[config.mk]
export PLATFORM = sky130hd
export DESIGN_NAME = cpu_datapath_flat
export DESIGN_NICKNAME = d
export VERILOG_FILES = /design/src/rtl/cpu_pkg.sv /design/src/rtl/cpu_datapath_if.sv /design/src/rtl/cpu_alu.sv /design/src/rtl/cpu_datapath.sv /design/src/flat_wrapper.sv
export SDC_FILE = /design/constraint.sdc
export NUM_CORES = 1
export LEC_CHECK = 0
export CAP_MARGIN = 5
export CORE_MARGIN = 2
export CORE_UTILIZATION = 45
export CTS_CLUSTER_SIZE = 30
export DETAILED_ROUTE_END_ITERATION = 7
export PLACE_DENSITY = 0.73
export SYNTH_ARGS = -nofsm -noshare
export SYNTH_HDL_FRONTEND = slang
export SYNTH_SLANG_ARGS = --single-unit
[constraint.sdc]
create_clock -name clk -period 1.8 [get_ports clk]
set_input_delay 0.36 -clock clk [delete_from_list [all_inputs] [get_ports clk]]
set_output_delay 0.36 -clock clk [all_outputs]
set_load 0.005 [all_outputs]
[src/rtl/cpu_pkg.sv]
// Shared opcode encoding and widths for the accumulator CPU datapath.
package cpu_pkg;
    localparam int ADDR_W = 5;
    localparam int DATA_W = 8;

    typedef enum logic [2:0] {
        HLT = 3'd0,
        SKZ = 3'd1,
        ADD = 3'd2,
        AND = 3'd3,
        XOR = 3'd4,
        LDA = 3'd5,
        STO = 3'd6,
        JMP = 3'd7
    } opcode_e;

    // True for the opcodes whose result is meant to be written into ac.
    function automatic logic op_is_alu(input opcode_e op);
        return (op == ADD) || (op == AND) || (op == XOR) || (op == LDA);
    endfunction
endpackage

[src/rtl/cpu_datapath_if.sv]
// Memory bus between the datapath (master) and the instruction/data memory.
interface cpu_datapath_if;
    import cpu_pkg::*;

    logic [ADDR_W-1:0] mem_addr;
    logic [DATA_W-1:0] mem_rdata;
    logic [DATA_W-1:0] mem_wdata;
    logic              mem_re;
    logic              mem_we;

    modport master (output mem_addr, mem_wdata, mem_re, mem_we, input mem_rdata);
    modport slave  (input mem_addr, mem_wdata, mem_re, mem_we, output mem_rdata);
endinterface

[src/rtl/cpu_alu.sv]
// Combinational accumulator ALU; a = ac, b = memory read data, carry dropped.
module cpu_alu
    import cpu_pkg::*;
(
    input  opcode_e           opcode,
    input  logic [DATA_W-1:0] a,
    input  logic [DATA_W-1:0] b,
    output logic [DATA_W-1:0] y
);
    always_comb begin
        y = a;
        case (opcode)
            ADD:     y = a + b;
            AND:     y = a & b;
            XOR:     y = a ^ b;
            LDA:     y = b;
            default: y = a;
        endcase
    end
endmodule

[src/rtl/cpu_datapath.sv]
// Accumulator CPU datapath: pc/ir/ac/phase registers driven by controller strobes.
// Define CPU_DATAPATH_BUSCHK_EN to add the sticky bus_err protocol checker output.
module cpu_datapath
    import cpu_pkg::*;
(
    input  logic        clk,
    input  logic        rst,
    input  logic        sel,
    input  logic        rd,
    input  logic        ld_ir,
    input  logic        halt,
    input  logic        inc_pc,
    input  logic        ld_ac,
    input  logic        ld_pc,
    input  logic        wr,
    input  logic        data_e,
    output logic [2:0]  phase,
    output logic [2:0]  opcode,
    output logic        zero,
`ifdef CPU_DATAPATH_BUSCHK_EN
    output logic        bus_err,
`endif
    cpu_datapath_if.master mem
);
    logic [2:0]        phase_q, phase_d;
    logic [ADDR_W-1:0] pc_q, pc_d;
    logic [DATA_W-1:0] ir_q, ir_d;
    logic [DATA_W-1:0] ac_q, ac_d;
    logic              halted_q, halted_d;
    logic [DATA_W-1:0] alu_y;
    logic              stall;

    cpu_alu u_alu (
        .opcode (opcode_e'(ir_q[7:5])),
        .a      (ac_q),
        .b      (mem.mem_rdata),
        .y      (alu_y)
    );

    // Once halt is seen the machine stays frozen until rst.
    assign stall = halt | halted_q;

    always_comb begin
        phase_d  = phase_q;
        pc_d     = pc_q;
        ir_d     = ir_q;
        ac_d     = ac_q;
        halted_d = halted_q | halt;
        if (!stall) begin
            phase_d = phase_q + 3'd1;
            if (ld_ir) ir_d = mem.mem_rdata;
            if (ld_pc)       pc_d = ir_q[ADDR_W-1:0];
            else if (inc_pc) pc_d = pc_q + 5'd1;
            if (ld_ac) ac_d = alu_y;
        end
    end

    always_ff @(posedge clk) begin
        if (!rst) begin
            phase_q  <= '0;
            pc_q     <= '0;
            ir_q     <= '0;
            ac_q     <= '0;
            halted_q <= 1'b0;
        end else begin
            phase_q  <= phase_d;
            pc_q     <= pc_d;
            ir_q     <= ir_d;
            ac_q     <= ac_d;
            halted_q <= halted_d;
        end
    end

`ifdef CPU_DATAPATH_BUSCHK_EN
    logic bus_err_q, bus_err_d;

    // Flags a read/write collision or an ac load under a non-ALU opcode.
    always_comb begin
        bus_err_d = bus_err_q | (rd & wr) | (ld_ac & ~op_is_alu(opcode_e'(ir_q[7:5])));
    end

    always_ff @(posedge clk) begin
        if (!rst) bus_err_q <= 1'b0;
        else      bus_err_q <= bus_err_d;
    end

    assign bus_err = bus_err_q;
`endif

    assign phase         = phase_q;
    assign opcode        = ir_q[7:5];
    assign zero          = (ac_q == '0);
    assign mem.mem_addr  = sel ? pc_q : ir_q[ADDR_W-1:0];
    assign mem.mem_wdata = data_e ? ac_q : '0;
    assign mem.mem_re    = rd;
    assign mem.mem_we    = wr;
endmodule

[src/flat_wrapper.sv]
// flat-port wrapper written by rule: the top's interface ports become plain ports
module cpu_datapath_flat import cpu_pkg::*;
  (clk, rst, sel, rd, ld_ir, halt, inc_pc, ld_ac, ld_pc, wr, data_e, phase, opcode, zero, mem_mem_addr, mem_mem_wdata, mem_mem_re, mem_mem_we, mem_mem_rdata);
  cpu_datapath_if mem_i ();
  input  logic clk;
  input  logic rst;
  input  logic sel;
  input  logic rd;
  input  logic ld_ir;
  input  logic halt;
  input  logic inc_pc;
  input  logic ld_ac;
  input  logic ld_pc;
  input  logic wr;
  input  logic data_e;
  output logic [2:0] phase;
  output logic [2:0] opcode;
  output logic zero;
  output wire logic [$bits(mem_i.mem_addr)-1:0] mem_mem_addr;
  output wire logic [$bits(mem_i.mem_wdata)-1:0] mem_mem_wdata;
  output wire logic [$bits(mem_i.mem_re)-1:0] mem_mem_re;
  output wire logic [$bits(mem_i.mem_we)-1:0] mem_mem_we;
  input wire logic [$bits(mem_i.mem_rdata)-1:0] mem_mem_rdata;
  assign mem_mem_addr = mem_i.mem_addr;
  assign mem_mem_wdata = mem_i.mem_wdata;
  assign mem_mem_re = mem_i.mem_re;
  assign mem_mem_we = mem_i.mem_we;
  assign mem_i.mem_rdata = mem_mem_rdata;
  cpu_datapath u_core (.clk(clk), .rst(rst), .sel(sel), .rd(rd), .ld_ir(ld_ir), .halt(halt), .inc_pc(inc_pc), .ld_ac(ld_ac), .ld_pc(ld_pc), .wr(wr), .data_e(data_e), .phase(phase), .opcode(opcode), .zero(zero), .mem(mem_i));
endmodule
wire_density.png
13 x 13 tiles, from black (low) to pale yellow (high), scaled to the fullest tile. Values are wire area over tile area, all layers added.
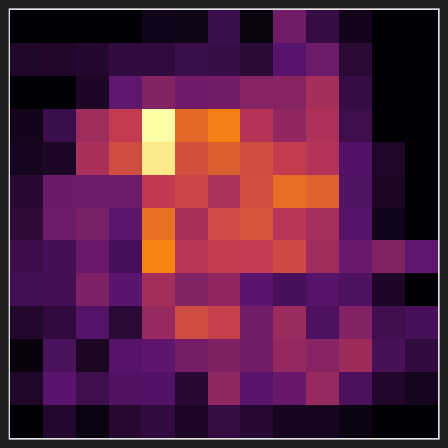
densest ninth of the die: centre
mean over tiles: 0.17
tiles over half the peak: 14%
nearly empty tiles: 12%
fullest tile: 0.65
GRT Overall Usage: 0.221
Post-Route WL: 4660 µm
post-DR wirelength/cell: 14.5 µm
routed via count: 1730

metal_stack.png
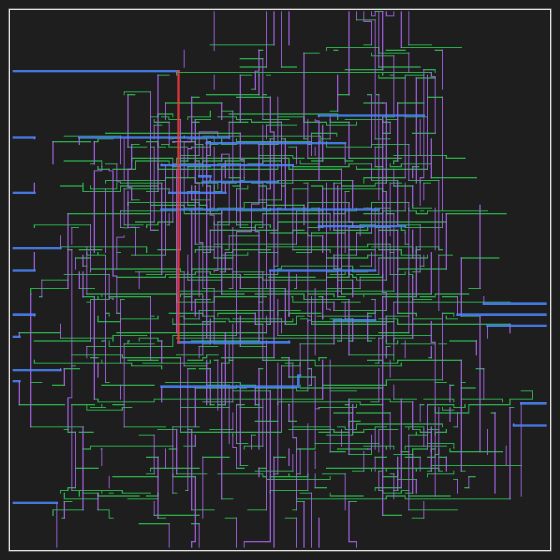
legend:
  red:
    layer: met4
    wire_length: 33.3 µm
  green:
    layer: met1
    wire_length: 2240 µm
  purple:
    layer: met2
    wire_length: 2130 µm
  blue:
    layer: met3
    wire_length: 250 µm

cell_classes.png
The bar under the picture is 20 µm long. Fill, decap, tap and diode cells in grey.
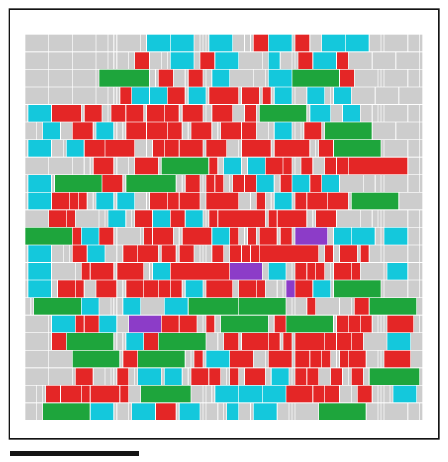
legend:
  purple:
    class: clock drivers and dummy loads
    cells: 4
  green:
    class: flip-flops
    cells: 25
  red:
    class: all other logic
    cells: 171
  cyan:
    class: other buffers and delay cells
    cells: 73

met1.png
Supply wires on this layer in grey.
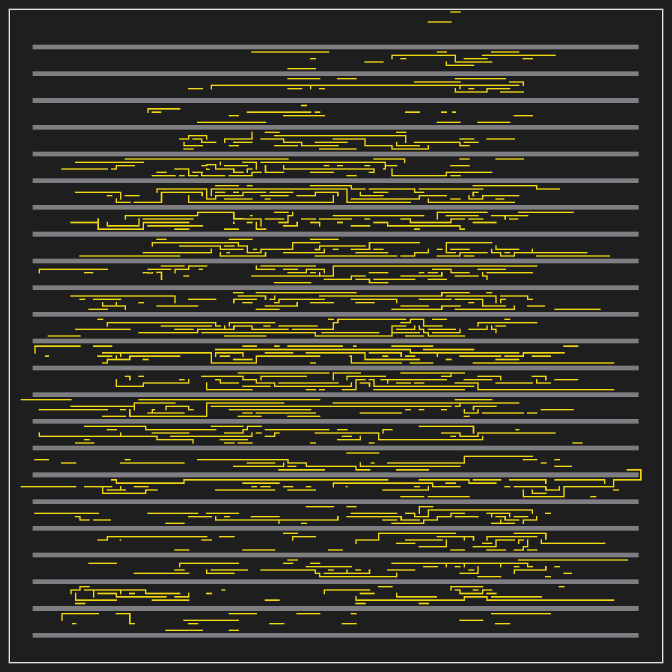
nets with wire on the layer: 274
wire length on this layer: 2240 µm
main direction: horizontal

final_placement.png
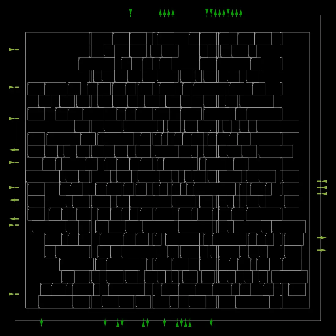
Post-Route Utilization: 0.662
FILL cells: 337
FFs & Latches: 25

report_power, final:
group          internal (W)  switching [W]
clock network      0.000159       0.000183
logic              0.000189       0.000155
registers          0.000577      0.0000213
worst min-delay path by stage:
stage	endpoint	slack (ps)	cells past startpoint
final	u_core.ir_q[1]$_SDFFE_PN0P_	480	2
after floorplan	u_core.ir_q[1]$_SDFFE_PN0P_	450	2
after CTS	u_core.ir_q[1]$_SDFFE_PN0P_	480	2
after global placement	u_core.ir_q[1]$_SDFFE_PN0P_	460	2
after detailed placement	u_core.ir_q[1]$_SDFFE_PN0P_	470	2
after global routing	u_core.ir_q[4]$_SDFFE_PN0P_	500	2
synthesized netlist by cell type, types with 2 or more instances:
cell type	count	area [µm²]
a21boi_0	9	67.6
dfxtp_1	25	500
o21ai_1	2	10.0
ha_1	10	125
buf_2	2	10.0
nor3_1	4	20.0
buf_4	6	45.0
and2_1	15	93.8
a22o_1	5	43.8
or4_1	2	15.0
mux2_2	5	56.3
a21oi_2	2	17.5
clkbuf_1	3	11.3
o21ai_2	2	17.5
o211ai_1	3	22.5
nand2_1	23	86.3
or2_2	2	12.5
mux2i_1	2	20.0
buf_6	2	22.5
a211oi_1	4	30.0
a221oi_1	4	35.0
nand3_1	3	15.0
a21o_1	4	30.0
xor2_1	4	35.0
nor2b_1	4	25.0
o22ai_1	6	37.5
nor2_1	9	33.8
a31oi_1	3	18.8
nand2b_1	3	18.8
xnor2_1	2	17.5
inv_1	3	11.3
o21ai_0	16	80.1
a21oi_1	10	50.1
metal layers:
metal / routed length [µm] / part of all wire / global-route usage / vias up
met4: 33 / 0.0071 / 0.0663 / 0
met1: 2240 / 0.48 / 0.287 / 791
li1: - / - / - / 895
met5: 0 / 0 / 0 / -
met2: 2130 / 0.46 / 0.356 / 42
met3: 249 / 0.053 / 0.0562 / 2
==> qor.yml <==
finalClockSkew_ps: 4.17
nClkBuffers: 4
layout_top_cell: "buf_4"
synth-async-reset-ratio: 0
nets: 304
coreArea_um2: 3690
crit_fanout: 3
fmax_mhz: 556
comb_area_share: 0.489
fa_ha_area_frac: 0.0830
dpl.cell_count: 317
die_width_um: 66.3
cap_viol_max_count: 0
antennaDiodeCount: 0
comb_area_um2: 1190
clock_latency_ps: 270
hold_violations: 0
clk_pin_slew_ps: 90
numCtsBuffers: 3
postLayoutCellArea_um2: 2440
timing.rr.start: "u_core.ac_q[0]$_SDFFE_PN0P_"
cp_common_cell: "o21ai_1"
clk_share: 0.0184
grt_max_degree: 14
run_status: "completed"
